**config.mk**
```make
export PLATFORM = sky130hd
export DESIGN_NAME = load_store_unit
export DESIGN_NICKNAME = d
export VERILOG_FILES = /design/src/rtl/load_store_unit.sv
export SDC_FILE = /design/constraint.sdc
export NUM_CORES = 1
export LEC_CHECK = 0
export ABC_AREA = 0
export CAP_MARGIN = 5
export CORE_AREA = 2 2 165 167
export DETAILED_ROUTE_END_ITERATION = 8
export DIE_AREA = 0 0 167 169
export GPL_TIMING_DRIVEN = 0
export PLACE_DENSITY = 0.81
export SETUP_SLACK_MARGIN = 0.3
export SLEW_MARGIN = 20
export SYNTH_ARGS = -nofsm -noshare
export SYNTH_HDL_FRONTEND = slang
export SYNTH_SLANG_ARGS = --single-unit
```
**constraint.sdc**
```tcl
create_clock -name clk -period 4.35 [get_ports clk]
set_clock_uncertainty 0.2 [all_clocks]
set_input_delay 0.435 -clock clk [delete_from_list [all_inputs] [get_ports clk]]
set_output_delay 0.435 -clock clk [all_outputs]
set_load 0.005 [all_outputs]
```
**src/rtl/load_store_unit.sv**
```systemverilog
// Memory-access stage: decodes uPower loads/stores, checks alignment, runs one
// doubleword req/ack transaction and returns extended load data as a writeback strobe.
module load_store_unit #(
    parameter int TIMEOUT = 16
) (
    input  logic        clk,
    input  logic        rst_n,
    input  logic        req_valid,
    output logic        req_ready,
    input  logic [5:0]  req_opcode,
    input  logic [63:0] req_addr,
    input  logic [63:0] req_wdata,
    input  logic [4:0]  req_rd,
    output logic        mem_req,
    output logic        mem_we,
    output logic [63:0] mem_addr,
    output logic [7:0]  mem_be,
    output logic [63:0] mem_wdata,
    input  logic        mem_ack,
    input  logic [63:0] mem_rdata,
    output logic        wb_valid,
    output logic [4:0]  wb_rd,
    output logic [63:0] wb_data,
    output logic        err_valid,
    output logic [1:0]  err_code
);

    localparam int CNT_W = (TIMEOUT < 2) ? 1 : $clog2(TIMEOUT);
    localparam logic [CNT_W-1:0] CNT_LAST = CNT_W'(TIMEOUT - 1);

    localparam logic [1:0] SZ_B = 2'd0;
    localparam logic [1:0] SZ_H = 2'd1;
    localparam logic [1:0] SZ_W = 2'd2;
    localparam logic [1:0] SZ_D = 2'd3;

    typedef enum logic [1:0] {
        ST_IDLE  = 2'd0,
        ST_ISSUE = 2'd1,
        ST_WB    = 2'd2,
        ST_ERR   = 2'd3
    } state_t;

    typedef struct packed {
        logic       legal;
        logic       store;
        logic       sext;
        logic [1:0] size;
    } dec_t;

    function automatic dec_t decode_op(input logic [5:0] op);
        dec_t d;
        case (op)
            6'd32:   d = {1'b1, 1'b0, 1'b0, SZ_W};
            6'd34:   d = {1'b1, 1'b0, 1'b0, SZ_B};
            6'd36:   d = {1'b1, 1'b1, 1'b0, SZ_W};
            6'd38:   d = {1'b1, 1'b1, 1'b0, SZ_B};
            6'd40:   d = {1'b1, 1'b0, 1'b0, SZ_H};
            6'd42:   d = {1'b1, 1'b0, 1'b1, SZ_H};
            6'd44:   d = {1'b1, 1'b1, 1'b0, SZ_H};
            6'd58:   d = {1'b1, 1'b0, 1'b0, SZ_D};
            6'd62:   d = {1'b1, 1'b1, 1'b0, SZ_D};
            default: d = 5'b0_0_0_00;
        endcase
        return d;
    endfunction

    function automatic logic misaligned(input logic [1:0] size, input logic [2:0] off);
        logic m;
        case (size)
            SZ_H:    m = off[0];
            SZ_W:    m = (off[1:0] != 2'b00);
            SZ_D:    m = (off != 3'b000);
            default: m = 1'b0;
        endcase
        return m;
    endfunction

    function automatic logic [7:0] lane_be(input logic [1:0] size, input logic [2:0] off);
        logic [7:0] be;
        case (size)
            SZ_B:    be = 8'h01 << off;
            SZ_H:    be = 8'h03 << off;
            SZ_W:    be = 8'h0F << off;
            default: be = 8'hFF;
        endcase
        return be;
    endfunction

    function automatic logic [63:0] lane_wdata(input logic [1:0] size, input logic [63:0] w);
        logic [63:0] d;
        case (size)
            SZ_B:    d = {8{w[7:0]}};
            SZ_H:    d = {4{w[15:0]}};
            SZ_W:    d = {2{w[31:0]}};
            default: d = w;
        endcase
        return d;
    endfunction

    // Shift the addressed byte down to lane 0, then trim and extend to the access size.
    function automatic logic [63:0] extract(input logic [63:0] rdata, input logic [2:0] off,
                                            input logic [1:0] size, input logic sext);
        logic [63:0] sh;
        logic [63:0] r;
        sh = rdata >> {off, 3'b000};
        case (size)
            SZ_B:    r = {56'd0, sh[7:0]};
            SZ_H: begin
                if (sext) begin
                    r = {{48{sh[15]}}, sh[15:0]};
                end else begin
                    r = {48'd0, sh[15:0]};
                end
            end
            SZ_W:    r = {32'd0, sh[31:0]};
            default: r = sh;
        endcase
        return r;
    endfunction

    state_t           state_r, state_next_s;
    logic [CNT_W-1:0] cnt_r;
    logic [1:0]       err_code_next_s;
    logic             accept_s;
    logic             issue_s;
    dec_t             dec_s;
    logic             mis_s;

    logic             op_store_r;
    logic             op_sext_r;
    logic [1:0]       op_size_r;
    logic [2:0]       op_off_r;
    logic [4:0]       op_rd_r;

    logic             req_ready_r, mem_req_r, mem_we_r, wb_valid_r, err_valid_r;
    logic [63:0]      mem_addr_r, mem_wdata_r, wb_data_r;
    logic [7:0]       mem_be_r;
    logic [4:0]       wb_rd_r;
    logic [1:0]       err_code_r;

    // Next-state decode; illegal opcode takes priority over misalignment.
    always_comb begin
        state_next_s    = state_r;
        err_code_next_s = 2'd0;
        accept_s        = 1'b0;
        issue_s         = 1'b0;
        dec_s           = decode_op(req_opcode);
        mis_s           = misaligned(dec_s.size, req_addr[2:0]);
        case (state_r)
            ST_IDLE: begin
                if (req_valid && req_ready_r) begin
                    accept_s = 1'b1;
                    if (!dec_s.legal) begin
                        state_next_s    = ST_ERR;
                        err_code_next_s = 2'd2;
                    end else if (mis_s) begin
                        state_next_s    = ST_ERR;
                        err_code_next_s = 2'd1;
                    end else begin
                        state_next_s = ST_ISSUE;
                        issue_s      = 1'b1;
                    end
                end else begin
                    state_next_s = ST_IDLE;
                end
            end
            ST_ISSUE: begin
                if (mem_ack) begin
                    state_next_s = op_store_r ? ST_IDLE : ST_WB;
                end else if (cnt_r == CNT_LAST) begin
                    state_next_s    = ST_ERR;
                    err_code_next_s = 2'd3;
                end else begin
                    state_next_s = ST_ISSUE;
                end
            end
            ST_WB:   state_next_s = ST_IDLE;
            ST_ERR:  state_next_s = ST_IDLE;
            default: state_next_s = ST_IDLE;
        endcase
    end

    // State register and wait-for-ack counter.
    always_ff @(posedge clk or negedge rst_n) begin
        if (!rst_n) begin
            state_r <= ST_IDLE;
            cnt_r   <= '0;
        end else begin
            state_r <= state_next_s;
            if (state_r == ST_ISSUE && state_next_s == ST_ISSUE) begin
                cnt_r <= cnt_r + CNT_W'(1);
            end else begin
                cnt_r <= '0;
            end
        end
    end

    // Operation attributes latched on the accept cycle.
    always_ff @(posedge clk or negedge rst_n) begin
        if (!rst_n) begin
            op_store_r <= 1'b0;
            op_sext_r  <= 1'b0;
            op_size_r  <= 2'd0;
            op_off_r   <= 3'd0;
            op_rd_r    <= 5'd0;
        end else if (accept_s) begin
            op_store_r <= dec_s.store;
            op_sext_r  <= dec_s.sext;
            op_size_r  <= dec_s.size;
            op_off_r   <= req_addr[2:0];
            op_rd_r    <= req_rd;
        end
    end

    // Registered outputs; strobes follow the state being entered.
    always_ff @(posedge clk or negedge rst_n) begin
        if (!rst_n) begin
            req_ready_r <= 1'b1;
            mem_req_r   <= 1'b0;
            mem_we_r    <= 1'b0;
            mem_addr_r  <= 64'd0;
            mem_be_r    <= 8'd0;
            mem_wdata_r <= 64'd0;
            wb_valid_r  <= 1'b0;
            wb_rd_r     <= 5'd0;
            wb_data_r   <= 64'd0;
            err_valid_r <= 1'b0;
            err_code_r  <= 2'd0;
        end else begin
            req_ready_r <= (state_next_s == ST_IDLE);
            mem_req_r   <= (state_next_s == ST_ISSUE);
            wb_valid_r  <= (state_next_s == ST_WB);
            err_valid_r <= (state_next_s == ST_ERR);
            err_code_r  <= err_code_next_s;
            if (issue_s) begin
                mem_we_r    <= dec_s.store;
                mem_addr_r  <= {req_addr[63:3], 3'b000};
                mem_be_r    <= dec_s.store ? lane_be(dec_s.size, req_addr[2:0]) : 8'hFF;
                mem_wdata_r <= dec_s.store ? lane_wdata(dec_s.size, req_wdata) : 64'd0;
            end else if (state_next_s != ST_ISSUE) begin
                mem_we_r    <= 1'b0;
                mem_addr_r  <= 64'd0;
                mem_be_r    <= 8'd0;
                mem_wdata_r <= 64'd0;
            end
            // Writeback payload holds until the next load completes.
            if (state_r == ST_ISSUE && mem_ack && !op_store_r) begin
                wb_data_r <= extract(mem_rdata, op_off_r, op_size_r, op_sext_r);
                wb_rd_r   <= op_rd_r;
            end
        end
    end

    assign req_ready = req_ready_r;
    assign mem_req   = mem_req_r;
    assign mem_we    = mem_we_r;
    assign mem_addr  = mem_addr_r;
    assign mem_be    = mem_be_r;
    assign mem_wdata = mem_wdata_r;
    assign wb_valid  = wb_valid_r;
    assign wb_rd     = wb_rd_r;
    assign wb_data   = wb_data_r;
    assign err_valid = err_valid_r;
    assign err_code  = err_code_r;

endmodule

```
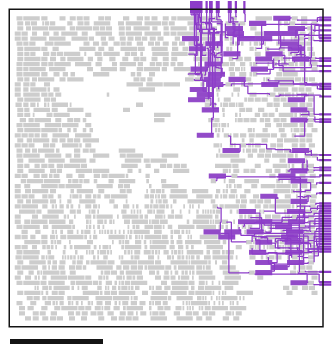
port_nets.png
The bar under the picture is 50 um long.
purple -> wb_data  # bits 64, direction output, edge 48 right, 16 top, end cells 64, buffers 64, wire 2470 um

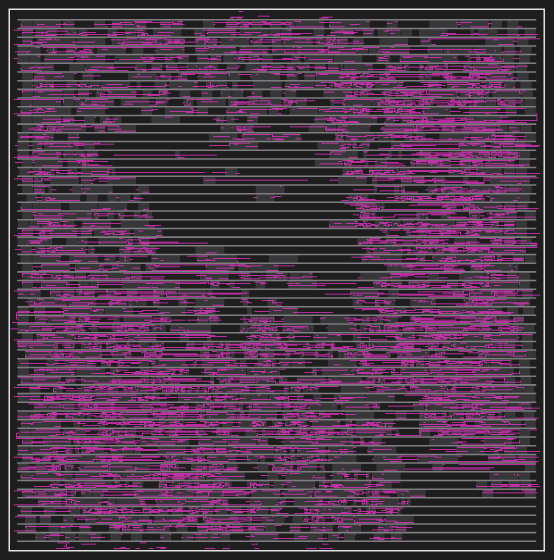
met1.png
Supply wires on this layer in gray.
main direction = horizontal
longest straight run = 44.2 um
share of all routed wire = 37%
nets with wire on the layer = 1462

==> results.py <==
# Auto-generated metrics
metrics = {
    "global_routing": {
        "antenna_found_initial": 3,
        "grt_start_max_net_pins": 96,
        "grt-ovfl-total": 0,
        "grt_pass1_wl_um": 65000,
        "grt_pass1_vias": 10830,
        "track_usage_pct": 29.9,
    },
    "worst_setup_path": {
        "arrival_ps": 3840,
        "start_kind": "input port",
        "worstPathCellList": "clkdlybuf4s50_1, nor2b_1, o211ai_1, buf_2, inv_1, ha_1, clkbuf_1, clkbuf_1, a22oi_1, o21ai_0, a22o_1",
        "critPathCaptureType": "flop",
        "path_class": "input port to flop",
        "worstPathRequired_ps": 4630,
        "cp_common_cell": "clkbuf_1",
        "worst_path_max_delay_cell": "clkbuf_1",
        "cpPeakStageDelay_ps": 520,
        "path_max_fanout": 12,
    },
    "finish": {
        "mostFrequentLayoutCells": "clkdlybuf4s50_1, dfrtp_1, nand2_1, a22o_1, mux2i_1",
        "synthToLayoutAreaGrowth_pct": 49.9,
        "fin_cells": 1821,
        "layout.nets": 1675,
        "layout-drive-gt1-share_pct": 8.67,
        "lay_top_count": "clkdlybuf4s50_1",
        "fillerInstances": 2163,
        "fin_area_sq_um": 16600,
        "logic_area_sq_um": 4900,
        "final_util_pct": 62.6,
        "final-seq-area_sq_um": 5680,
    },
    "drt": {
        "drcViolationCount": 0,
        "num_vias": 10488,
        "avgRoutedWirePerCell_um": 23.8,
        "viasPerCell": 5.76,
        "firstDrtPassIters": 5,
        "antenna_left": 0,
        "drtIter0Drc": 967,
        "totalWireLength_um": 43400,
    },
    "floorplanning": {
        "die-area_sq_um": 28200,
        "core_sq_um": 26500,
        "dieHeight_um": 169,
        "pin_count": 419,
        "die_w_um": 167,
        "fp-utilization_pct": 41.8,
        "num_rows": 60,
    },
    "clock_network": {
        "cts_buffer_depth": 3,
        "clock.latency.late_pin_ps": 540,
        "cts_setup_buffers": 0,
        "clk_pin_slew_ps": 60,
        "cts_sinks": 227,
        "cts_tree": "built",
        "cts_root_buffer": "clkbuf_16",
        "cts_resized": 0,
        "numCtsBuffers": 24,
        "cts_hold_buf": 2,
        "cts.htree.levels": 1,
    },
    "sta": {
        "rsz0062_at_grt": "false",
        "relSlewSlack_pct": 46.3,
        "timing.hold.ws_ps": 38.7,
        "report.final.setup_viol": 0,
        "finalSetupTns_ps": 0,
        "setup_slack_ps": 793,
        "slew_violations": 0,
        "fin_crit_ps": 3560,
        "finalCritPeriodShare_pct": 81.8,
        "hold_viol": 0,
        "worst_pin_slew_ps": 805,
        "max_freq_mhz": 281,
    },
    "synthesis": {
        "xor_share_pct": 0.158,
        "yosys.area_share.adder_pct": 0.904,
        "ys_sh_aoi_pct": 21.3,
        "yosys.area.top_type_share_pct": 51.1,
        "synthArstFlopShare_pct": 100,
        "yosysWarnings": 0,
        "syn-cell-area_sq_um": 11100,
        "edf_count": 0,
        "ys_ff": 227,
        "synth.avg_cell_area_sq_um": 10.9,
        "most_common_cell": "dfrtp_1",
        "netlist_instances": 1015,
        "yosys_cells": 1015,
        "yosysChipArea_sq_um": 11100,
        "top_cells_by_count": "dfrtp_1, nand2_1, a22o_1",
        "simple_gate_share_pct": 10.9,
        "synth.area.top_cells": "dfrtp_1, a22o_1, mux2i_1",
        "flop_cell": "dfrtp_1",
        "ys_types": 60,
        "synth_seq_share_pct": 51.3,
        "ys_top_logic_family": "AND-OR/OR-AND gates",
        "synthMuxAreaShare_pct": 11.0,
        "top_area_cell": "dfrtp_1",
    },
    "placement": {
        "portBuffers": 413,
        "placed_area_sq_um": 15700,
        "placed_cells": 1773,
        "dp_worst_setup_slack_ps": 233,
        "hpwl_um": 33200,
        "gp_congestion": 0.956,
    },
    "pwr": {
        "leakage_nw": 7.42,
        "fin_total_pwr_mw": 7.38,
        "ir_worst_vdd_uv": 273,
        "p_per_area_nw_per_um2": 445,
    },
    "worst_hold_path": {
        "hold_class": "input port to flop",
    },
    "outcome": {
        "status": "finished clean",
    },
    "run": {
        "warning_count": 32,
        "cap_violations": 0,
    },
}
## critical path, delay by kind of cell
| family | cells | cell delay (ps) |
|---|---|---|
| simple gates | 1 | 320 |
| compound gates | 4 | 950 |
| buf+inv | 5 | 1850 |
| fa+ha+maj | 1 | 300 |
## layer usage
| layer | vias up | global-route usage, % | wire length [um] |
|---|---|---|---|
| li1 | 4628 | - | - |
| met1 | 5145 | 35.1 | 16200 |
| met2 | 606 | 51.8 | 21200 |
| met3 | 109 | 8.37 | 4070 |
| met4 | 0 | 11.9 | 1910 |
| met5 | - | 0 | 0 |
## path summary, 6_finish.rpt
check | slack, ps | cells past startpoint | to | from
min in group asynchronous | 260 | 2 | wb_data[0] | rst_n
hold reg to reg | 260 | 1 | cnt_r[0] | cnt_r[0]
max in group asynchronous | 2780 | 3 | mem_addr[38] | rst_n
hold / removal | 40 | 3 | op_off_r[2] | req_addr[2]
setup reg to reg | 1950 | 6 | mem_wdata[50] | state_r[0]
setup / recovery | 790 | 11 | mem_wdata[53] | req_opcode[5]
## where the power goes
group | internal [mW] | switching (mW) | leakage, nW | total, mW
Sequential | 2.38 | 0.161 | 3.11 | 2.54
Clock | 1.37 | 0.878 | 0.426 | 2.25
Combinational | 1.23 | 1.37 | 3.89 | 2.60
Total | 4.98 | 2.41 | 7.42 | 7.38
## final cells by class
cell class	instances	area share [%]
timing repair buffer	417	25.4
multi-input combinational	692	29.5
clock buffer	35	4.29
sequential	227	34.2
buffer	93	2.89
tap	341	2.57
antenna	3	0.0452
inverter	5	0.113
clock inverter	8	0.935
## sequential cells by signal, indices dropped and copies added (netlist names), 2 cells and up
name	cells
state_r	2
err_code	2
mem_addr	61
mem_wdata	64
wb_rd	5
wb_data	64
cnt_r	4
op_off_r	3
mem_be	8
op_rd_r	5
op_size_r	2
Power and IR drop assume default switching activity.
